run_1/ff_map.png
Drawn at 2 px/um. Other sequential cells in the stronger grey, the rest of the logic in the fainter grey.
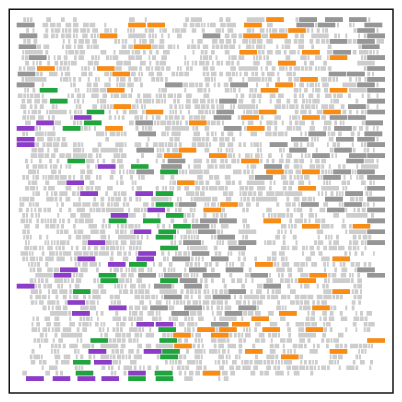
run_1/congestion_map.png
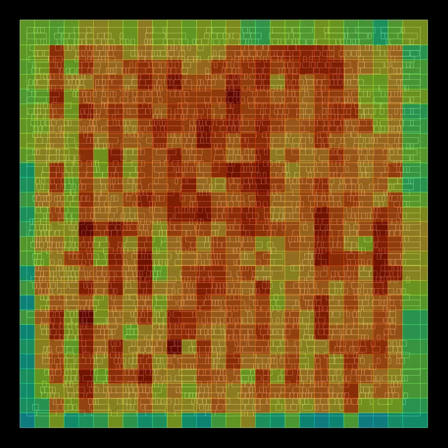
run_1/m2.png
Drawn at 2 px/um.
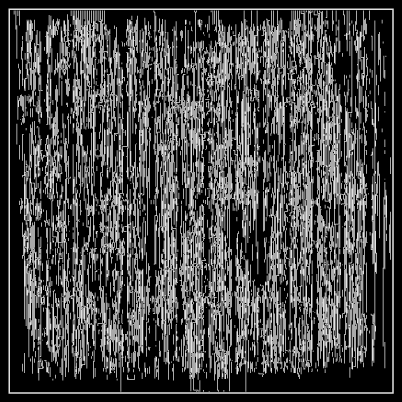
<file path="config.mk">
export PLATFORM = sky130hd
export DESIGN_NAME = mdu_hilo
export DESIGN_NICKNAME = d
export VERILOG_FILES = /design/src/rtl/mdu_hilo.sv
export SDC_FILE = /design/constraint.sdc
export NUM_CORES = 1
export LEC_CHECK = 0
export CAP_MARGIN = 20
export CORE_MARGIN = 3
export CORE_UTILIZATION = 57
export DETAILED_ROUTE_END_ITERATION = 16
export DONT_BUFFER_PORTS = 1
export HOLD_SLACK_MARGIN = 0.06
export PLACE_DENSITY_LB_ADDON = 0.08
export SYNTH_ARGS = -nofsm -noshare
export SYNTH_HDL_FRONTEND = slang
export SYNTH_SLANG_ARGS = --single-unit
</file>
<file path="constraint.sdc">
create_clock -name clk -period 9.3 [get_ports clk]
set_input_delay 1.395 -clock clk [delete_from_list [all_inputs] [get_ports clk]]
set_output_delay 1.395 -clock clk [all_outputs]
set_load 0.03 [all_outputs]
</file>
<file path="src/rtl/mdu_hilo.sv">
// HI/LO multiply/divide unit: 32-iteration shift-add multiply and restoring divide
// on operand magnitudes, plus MTHI/MTLO writes. The core's PC is held while it runs.
module mdu_hilo (
    input  logic        clk,
    input  logic        rst,
    input  logic        start,
    input  logic [2:0]  op,
    input  logic [31:0] rs_val,
    input  logic [31:0] rt_val,
    output logic        stall,
    output logic        busy,
    output logic [31:0] hi,
    output logic [31:0] lo
);

    localparam int unsigned W  = 32;
    localparam int unsigned CW = 6;

    localparam logic [2:0] OP_MULT  = 3'd1;
    localparam logic [2:0] OP_MULTU = 3'd2;
    localparam logic [2:0] OP_DIV   = 3'd3;
    localparam logic [2:0] OP_DIVU  = 3'd4;
    localparam logic [2:0] OP_MTHI  = 3'd5;
    localparam logic [2:0] OP_MTLO  = 3'd6;

    localparam logic [CW-1:0] LAST_ITER = CW'(W - 1);

    typedef enum logic [1:0] {S_IDLE, S_RUN, S_DONE} state_t;

    state_t          state_q;
    logic [CW-1:0]   cnt_q;
    logic            is_div_q;
    logic            neg_q;
    logic            neg_rem_q;
    logic            dz_q;
    logic [W-1:0]    rs_q;
    logic [2*W-1:0]  acc_q;
    logic [W-1:0]    mcand_q;
    logic [W:0]      rem_q;
    logic [W-1:0]    hi_q;
    logic [W-1:0]    lo_q;

    logic            is_md_c;
    logic            is_signed_c;
    logic            is_div_c;
    logic            rs_neg_c;
    logic            rt_neg_c;
    logic [W-1:0]    rs_mag_c;
    logic [W-1:0]    rt_mag_c;

    logic [W:0]      mul_sum;
    logic [W+1:0]    div_trial;
    logic            div_ge;
    logic [W:0]      rem_d;
    logic [2*W-1:0]  acc_d;
    logic [2*W-1:0]  prod;
    logic [W-1:0]    quot;
    logic [W-1:0]    remf;
    logic [W-1:0]    res_hi;
    logic [W-1:0]    res_lo;

    // Issue decode and operand magnitudes
    always_comb begin
        is_md_c     = (op == OP_MULT) || (op == OP_MULTU) || (op == OP_DIV) || (op == OP_DIVU);
        is_signed_c = (op == OP_MULT) || (op == OP_DIV);
        is_div_c    = (op == OP_DIV)  || (op == OP_DIVU);
        rs_neg_c    = is_signed_c && rs_val[W-1];
        rt_neg_c    = is_signed_c && rt_val[W-1];
        rs_mag_c    = rs_neg_c ? W'(-rs_val) : rs_val;
        rt_mag_c    = rt_neg_c ? W'(-rt_val) : rt_val;
    end

    // One iteration of either datapath, and the sign-fixed final result
    always_comb begin
        mul_sum   = (W+1)'(acc_q[2*W-1:W]) + (acc_q[0] ? (W+1)'(mcand_q) : (W+1)'(0));
        div_trial = {rem_q, acc_q[W-1]};
        div_ge    = div_trial >= (W+2)'(mcand_q);
        rem_d     = div_ge ? (W+1)'(div_trial - (W+2)'(mcand_q)) : div_trial[W:0];
        acc_d     = is_div_q ? {acc_q[2*W-1:W], acc_q[W-2:0], div_ge}
                             : {mul_sum, acc_q[W-1:1]};
        prod      = neg_q ? (2*W)'(-acc_d) : acc_d;
        quot      = neg_q ? W'(-acc_d[W-1:0]) : acc_d[W-1:0];
        remf      = neg_rem_q ? W'(-rem_d[W-1:0]) : rem_d[W-1:0];
        res_hi    = prod[2*W-1:W];
        res_lo    = prod[W-1:0];
        if (is_div_q) begin
            res_hi = dz_q ? rs_q : remf;
            res_lo = dz_q ? {W{1'b1}} : quot;
        end
    end

    always_ff @(posedge clk or posedge rst) begin
        if (rst) begin
            state_q   <= S_IDLE;
            cnt_q     <= '0;
            is_div_q  <= 1'b0;
            neg_q     <= 1'b0;
            neg_rem_q <= 1'b0;
            dz_q      <= 1'b0;
            rs_q      <= '0;
            acc_q     <= '0;
            mcand_q   <= '0;
            rem_q     <= '0;
            hi_q      <= '0;
            lo_q      <= '0;
        end else begin
            case (state_q)
                S_IDLE: begin
                    if (start && is_md_c) begin
                        state_q   <= S_RUN;
                        cnt_q     <= '0;
                        is_div_q  <= is_div_c;
                        neg_q     <= rs_neg_c ^ rt_neg_c;
                        neg_rem_q <= rs_neg_c && is_div_c;
                        dz_q      <= (rt_val == '0);
                        rs_q      <= rs_val;
                        rem_q     <= '0;
                        // Divide shifts the dividend out of acc; multiply shifts the multiplier
                        acc_q     <= {{W{1'b0}}, (is_div_c ? rs_mag_c : rt_mag_c)};
                        mcand_q   <= is_div_c ? rt_mag_c : rs_mag_c;
                    end else if (start && op == OP_MTHI) begin
                        hi_q <= rs_val;
                    end else if (start && op == OP_MTLO) begin
                        lo_q <= rs_val;
                    end
                end
                S_RUN: begin
                    acc_q <= acc_d;
                    rem_q <= rem_d;
                    cnt_q <= cnt_q + CW'(1);
                    if (cnt_q == LAST_ITER) begin
                        hi_q    <= res_hi;
                        lo_q    <= res_lo;
                        state_q <= S_DONE;
                    end
                end
                S_DONE:  state_q <= S_IDLE;
                default: state_q <= S_IDLE;
            endcase
        end
    end

    assign stall = ((state_q == S_IDLE) && start && is_md_c) || (state_q == S_RUN);
    assign busy  = (state_q == S_RUN);
    assign hi    = hi_q;
    assign lo    = lo_q;

endmodule

</file>
==> qor.txt, run 1 <==
Status: complete, no violations
Setup Viol. Count Final: 0
TritonCTS clock tree: done
Met2 WL post-DR: 31600 um
Post-route DRC violation count: 0
Dpl ws: 3.15 ns
WP data arrival: 6.84 ns
Hold depth: 2
Antenna violations before repair: 3
Crit path capture: hi[26]
Max-cap viol count: 0
CTS Buf Count: 29
Routed met1 length: 31300 um
Count of library flops with an enable pin: 0
Chip width: 191 um
Reg clk slew, reported paths: 0.07 ns
CTS root buf: clkbuf_16
Cell count after synthesis: 2562
Logic area: 12800 um^2
CTS sink cnt: 237
Flop area: 5930 um^2
Post-cts resize count: 0
Vias in the first global route: 18414
Core Area: 33600 um^2
Initial Util: 0.581
Crit Reg-Reg Endpoint: hi[26]
Met3 WL: 11200 um
Mapped cell area: 19500 um^2
Die Area: 36500 um^2
Gpl congestion: 0.982
Ys flop type: dfrtp_1
Synth Warn #: 0
Log Warnings: 32
Syn nets: 2703
Worst Hold Class: flop to flop
Required time of the critical path: 9.79 ns
R2r setup slk: 2.96 ns
Yosys Instances: 2562
Die height: 191 um
Mean Syn Cell Area: 7.62 um^2
Least-Margin Pin Slew: 1.20 ns
Post-CTS setup buffer count: 0
Yosys cell types: 89
Async set-or-reset flop fraction in the synthesized netlist: 1.00
Largest net degree at the start of global routing: 129
CP Launch Type: flop
Worst Setup Slack, final: 2.96 ns
Crit. Startpoint: acc_q[31]
Fillers: 3084
Clock Skew: 0.0222 ns
H-Tree Depth: 1
RSZ-0062 raised after global routing: no
Critical path capture point type: flop
Top layer in use: met5
Achievable Freq: 0.158 GHz
Dpl hpwl: 58200 um
DP Cell Count: 2872
Row count: 67
Fin. max-slew vios: 0
Fin crit share: 0.682
Max_slew headroom: 0.203
Final core utilization: 0.616
Share of layout cells above drive strength 1: 0.0484
Area grow syn2layout: 6.11%
Hold Vio Cnt, Final: 0
Post-synth seq share: 0.304
Fin area: 20700 um^2
CP Class: flop to flop
CP max FO: 10
Drt wl/cell: 26.9 um
Placed Area: 19700 um^2
Cts hold-fix bufs: 0
Port-buffer cells: 0
GRT Residual Overflow: 0
Drt pass-1 iters: 6
I/O pins: 136
Post-route antenna net violation count: 0
Clk latency late pin: 0.58 ns
Hold Crit Endpoint: rs_q[19]
Iter 0 DRT Violations: 3144
Yosys Chip Area: 19500 um^2
Nets@finish: 2597
CTS max path bufs: 3
Dominant logic cell type in the layout: nand2_1
M3 GR Usage: 0.123
GR Util met1: 0.605
Hold_sp: rs_q[19]
RR Startpoint: acc_q[31]
First-pass GRT wire length: 117000 um
Fin cells: 2929
Via-to-Cell Ratio: 6.93
Setup TNS: 0 ns
Tmin final: 6.34 ns
#FFs+latches synth: 237
Reg2Reg Depth: 22
Most numerous logic cells after layout: 429 x nand2_1, 284 x o21ai_0, 236 x dfrtp_1, 190 x nor2_1, 182 x a21oi_1
About ff_map.png:
[orange] `acc_q` | flops: 64
[green] `mcand_q` | flops: 32
[purple] `rem_q` | flops: 33

About congestion_map.png:
GRT Total Usage: 0.419
layer with the highest usage: met1

About m2.png:
main direction: vertical
longest straight run: 160 um
wire length on this layer: 31.6 mm
final wirelength: 78700 um
vias: 20300
met2 Track Usage GR: 0.578

-- run 1: area by class of cell --
cell class | instances | area share
Multi-Input combinational cell | 2099 | 0.616
Tap cell | 448 | 0.0270
Sequential cell | 237 | 0.286
Clock inverter | 13 | 0.00888
Timing Repair Buffer | 22 | 0.00972
Clock buffer | 39 | 0.0392
Inverter | 67 | 0.0125
Antenna cell | 4 | 0.000483
-- run 1: state kept, by name, summed over array words and instances (netlist names) --
| name | cells |
|---|---|
| neg_rem_q | 1 |
| state_q | 2 |
| rem_q | 33 |
| rs_q | 32 |
| dz_q | 1 |
| cnt_q | 6 |
| mcand_q | 32 |
| acc_q | 64 |
| lo | 32 |
| hi | 32 |
| is_div_q | 1 |
| neg_q | 1 |
-- run 1: synthesized netlist by cell type (5+ instances only) --
cell type,number,area (um^2)
nor2_1,192,721
o22ai_1,39,244
a22oi_1,6,45.0
a221oi_1,6,52.6
inv_1,64,240
and3_1,18,113
nor3_1,60,300
nand3_1,49,245
a22o_1,14,123
o311ai_0,6,52.6
a21oi_1,183,916
a221o_1,5,50.1
mux2_2,8,90.1
nor2b_1,6,37.5
clkbuf_1,125,469
o41ai_1,11,96.3
o31ai_1,22,165
o31a_1,6,52.6
buf_1,19,71.3
mux2i_1,51,510
nand2_1,430,1610
o21bai_1,13,97.6
o21a_1,12,90.1
xor2_1,75,657
nor4_1,27,169
xnor2_1,114,998
nor3b_1,14,105
or3_1,22,138
a31oi_1,26,163
ha_1,69,863
a211oi_1,11,82.6
nand2b_1,12,75.1
o221ai_1,28,245
or4_1,12,90.1
nand3b_1,9,67.6
dfrtp_1,237,5930
nand4_1,27,169
a21o_1,26,195
or2_2,5,31.3
o211ai_1,68,510
and2_1,54,338
o21ai_0,284,1420
buf_2,12,60.1
-- run 1: cell families after synthesis --
kind of cell             after synthesis  share of synthesized area
AND/OR/NAND/NOR                      960                      0.227
AND-OR/OR-AND                        820                      0.262
flip-flops                           237                      0.304
buffers and inverters                226                     0.0450
XOR/XNOR                             189                     0.0848
adder cells (fa/ha/maj)               71                     0.0463
multiplexers                          59                     0.0308
-- run 1: metrics by stage --
stage               hold WS [ns]
floorplan                  0.440
global placement           0.453
detailed placement         0.458
CTS                        0.472
global route               0.495
finish                     0.476
-- run 1: worst max-delay path, stage by stage, from the launching register on --
cell      delay, ns
dfrtp_1        0.46
inv_1          0.11
ha_1           0.18
inv_1          0.06
fa_1           0.41
a21oi_1        0.24
o211ai_1       0.17
a32oi_1        0.58
a21oi_2        0.30
nor2_2         0.17
nand2_1        0.06
o21ai_0        0.19
ha_1           0.29
nand4_1        0.21
o21bai_4       0.28
or3_4          0.42
or2_4          0.30
or4_4          0.57
or3_4          0.45
o31ai_4        0.26
xor2_1         0.19
nand2_1        0.08
a211oi_1       0.25
run_1/closeup.png
Window x 83 to 108, y 83 to 108 um. Cells in grey, sequential cells in the stronger grey; small squares are vias.
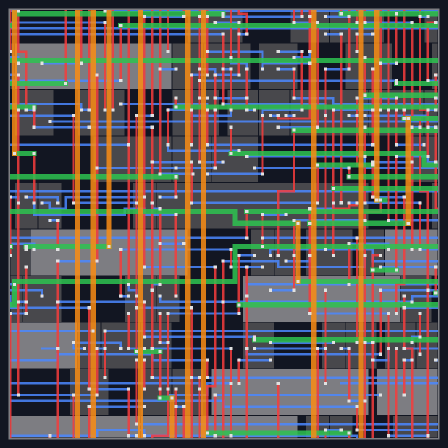

## Run 2: what changed since run 1
==> constraint.sdc (replaced) <==
create_clock -name clk -period 5.4 [get_ports clk]
set_input_delay 0.81 -clock clk [delete_from_list [all_inputs] [get_ports clk]]
set_output_delay 0.81 -clock clk [all_outputs]
set_load 0.03 [all_outputs]
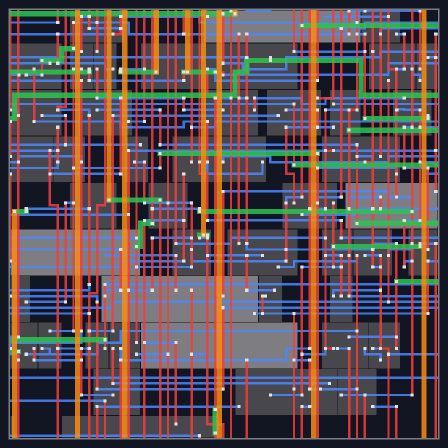
run_2/closeup.png
Window x 83 to 108, y 83 to 108 um. Cells in grey, sequential cells in the stronger grey; small squares are vias.
[green] M3
[blue] M1
[red] M2
[orange] M4
netlist names of flops here include: `rem_q` (3), `mcand_q` (2)
cells with their middle in the window: 45
sequential cells in the window: 5
most frequent: dfrtp_1 (5)

==> run 2 against run 1 <==
  * Global-route usage decreased by 0.92 points
  * Count of clock-buffer cells in the layout increased by 2
  * Worst hold slack got worse by 0.15 ns
  * Critical endpoint is now hi[24]
  * Highest routed layer is now met4
==> qor.txt, run 2 <==
Largest register by flop count: acc_q
Clk latency late pin: 0.59 ns
GRT Total Usage: 0.410
R2r setup slk: 0.17 ns
Yosys Instances: 2562
Ys flop type: dfrtp_1
I/O pins: 136
Simple-gate share of the synthesized area: 0.227
Crit. Startpoint: acc_q[31]
Reg clk slew, reported paths: 0.07 ns
Placed Area: 20000 um^2
Synth Warn #: 0
Port-buffer cells: 0
Post-route antenna net violation count: 0
CP max FO: 5
CP Cell Sequence: inv_1 > ha_2 > inv_2 > fa_2 > a21oi_2 > o211ai_1 > a32oi_2 > a21oi_4 > nor2_4 > nand2_2 > o21ai_2 > ha_2 > nand4_1 > o21bai_4 > or3_4 > or2_4 > or4_4 > or3_4 > o21ai_2 > xnor2_1 > nor2_1 > o32a_1
CP Class: flop to flop
Required time of the critical path: 5.86 ns
Slowest cell on the critical path: or4_4
Antenna violations before repair: 0
Clock Skew: 0.0147 ns
Xor/xnor share: 0.0848
Count leader, synth: nand2_1
Post-synth seq share: 0.304
Crit path largest cell delay: 0.54 ns
Fin. max-slew vios: 0
Worst Setup Slack, final: 0.175 ns
Leading area contributor after synthesis: dfrtp_1
Status: complete, no violations
Critical path capture point type: flop
Max_slew headroom: 0.262
Complex Gates by Area: 0.262
CTS sink cnt: 237
Mux share: 0.0308
H-Tree Depth: 1
Hold Crit Endpoint: rs_q[17]
Hold depth: 2
Setup Viol. Count Final: 0
Max FFs per register: 64
Post-route DRC violation count: 0
Mapped cell area: 19500 um^2
Top cells by count: 430 x nand2_1, 284 x o21ai_0, 237 x dfrtp_1
Most numerous logic cells after layout: 428 x nand2_1, 283 x o21ai_0, 236 x dfrtp_1, 190 x nor2_1, 181 x a21oi_1
Drt wl/cell: 25.7 um
CTS Buf Count: 29
Fillers: 3070
Area grow syn2layout: 7.85%
Die Area: 36500 um^2
Initial Util: 0.581
Largest regs: acc_q (64), rem_q (33)
Cell count after synthesis: 2562
Post-cts resize count: 0
Count of library flops with an enable pin: 0
RR Startpoint: acc_q[31]
Setup TNS: 0 ns
Hold_sp: rs_val[17]
Max-area cell share: 0.304
GRT Residual Overflow: 0
Vias in the first global route: 19222
WP data arrival: 5.68 ns
Hold Vio Cnt, Final: 0
Chip width: 191 um
Yosys Chip Area: 19500 um^2
Core Area: 33600 um^2
Dpl ws: 0.228 ns
Largest net degree at the start of global routing: 149
TritonCTS clock tree: done
Least-Margin Pin Slew: 1.11 ns
Syn nets: 2703
Row count: 67
Reg2Reg Depth: 22
Worst Hold Class: input port to flop
Dominant combinational family: AND-OR/OR-AND gates
#FFs+latches synth: 237
Layer with the highest usage: met2
Share of layout cells above drive strength 1: 0.0690
Final core utilization: 0.627
Dpl hpwl: 55800 um
Mean Syn Cell Area: 7.62 um^2
Achievable Freq: 0.191 GHz
M3 GR Usage: 0.0776
CTS max path bufs: 3
Main area contributors: dfrtp_1 30%, nand2_1 8.3%, o21ai_0 7.3%, xnor2_1 5.1%, a21oi_1 4.7%
Yosys cell types: 89
First-pass GRT wire length: 116000 um
CTS root buf: clkbuf_16
Die height: 191 um
Crit Reg-Reg Endpoint: hi[24]
Drt pass-1 iters: 6
Via-to-Cell Ratio: 6.86
Max-cap viol count: 0
GR Util met1: 0.557
Gpl congestion: 1.00
Tmin final: 5.23 ns
Log Warnings: 30
Dominant logic cell type in the layout: nand2_1
Iter 0 DRT Violations: 2314
Adder Share, Synth: 0.0463
Async set-or-reset flop fraction in the synthesized netlist: 1.00
Fin crit share: 0.968
Nets@finish: 2639
CP Launch Type: flop
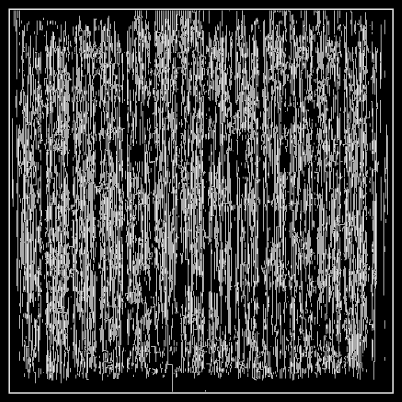
run_2/m2.png
Drawn at 2 px/um.
met2 Track Usage GR: 0.605
final wirelength: 76200 um
vias: 20369

-- run 2: layout make-up --
type	count	area, um^2	share of cell area
antenna	1	2.50	0.000119
clock buffer	41	861	0.0409
clock inverter	13	124	0.00588
inverter	67	255	0.0121
multi-input combinational	2099	12800	0.608
sequential	237	5930	0.282
tap	448	561	0.0266
timing repair buffer	64	515	0.0245
-- run 2: routing by layer --
layer / wire [um] / part of all wire
met1: 30500 / 0.40
met2: 32600 / 0.43
met3: 7690 / 0.10
met4: 5470 / 0.072
met5: 0 / 0
-- run 2: per-stage QoR --
stage | hold slack [ns] | std cells
6_report | 0.329 | 2970
3_3_place_gp | 0.453 | 2911
4_1_cts | 0.325 | 2966
3_5_place_dp | 0.458 | 2911
2_1_floorplan | 0.440 | 2562
5_1_grt | 0.336 | 2969
-- run 2: worst max path at each step --
stage                  end  slack (ns)  cells past startpoint
floorplan           hi[30]       -0.02                     25
global placement    hi[30]        0.29                     22
detailed placement  hi[30]        0.23                     22
CTS                 hi[24]        0.20                     22
global route        hi[30]       -0.01                     21
finish              hi[24]        0.17                     22
-- run 2: critical path, delay by kind of cell, from the launching register on --
family | cells | cell delay [ns]
buffers and inverters | 2 | 0.12
and+or+nand+nor | 8 | 2.06
xor gates and xnor gates | 1 | 0.13
AOI/OAI and AO/OA | 8 | 1.56
adders and majority gates | 3 | 0.84
DFF | 1 | 0.38
-- run 2: repair_timing --
item / CTS / global route
hold endpoints to repair: 1 / 0
hold buffers: 1 / 0
buffers inserted: 0 / 2
endpoints found under the setup margin: 0 / 5
-- run 2: cell families after synthesis --
logic type	Yosys count
and+or+nand+nor	960
AOI/OAI and AO/OA	820
DFF	237
buffers and inverters	226
xor gates and xnor gates	189
adders and majority gates	71
muxes	59
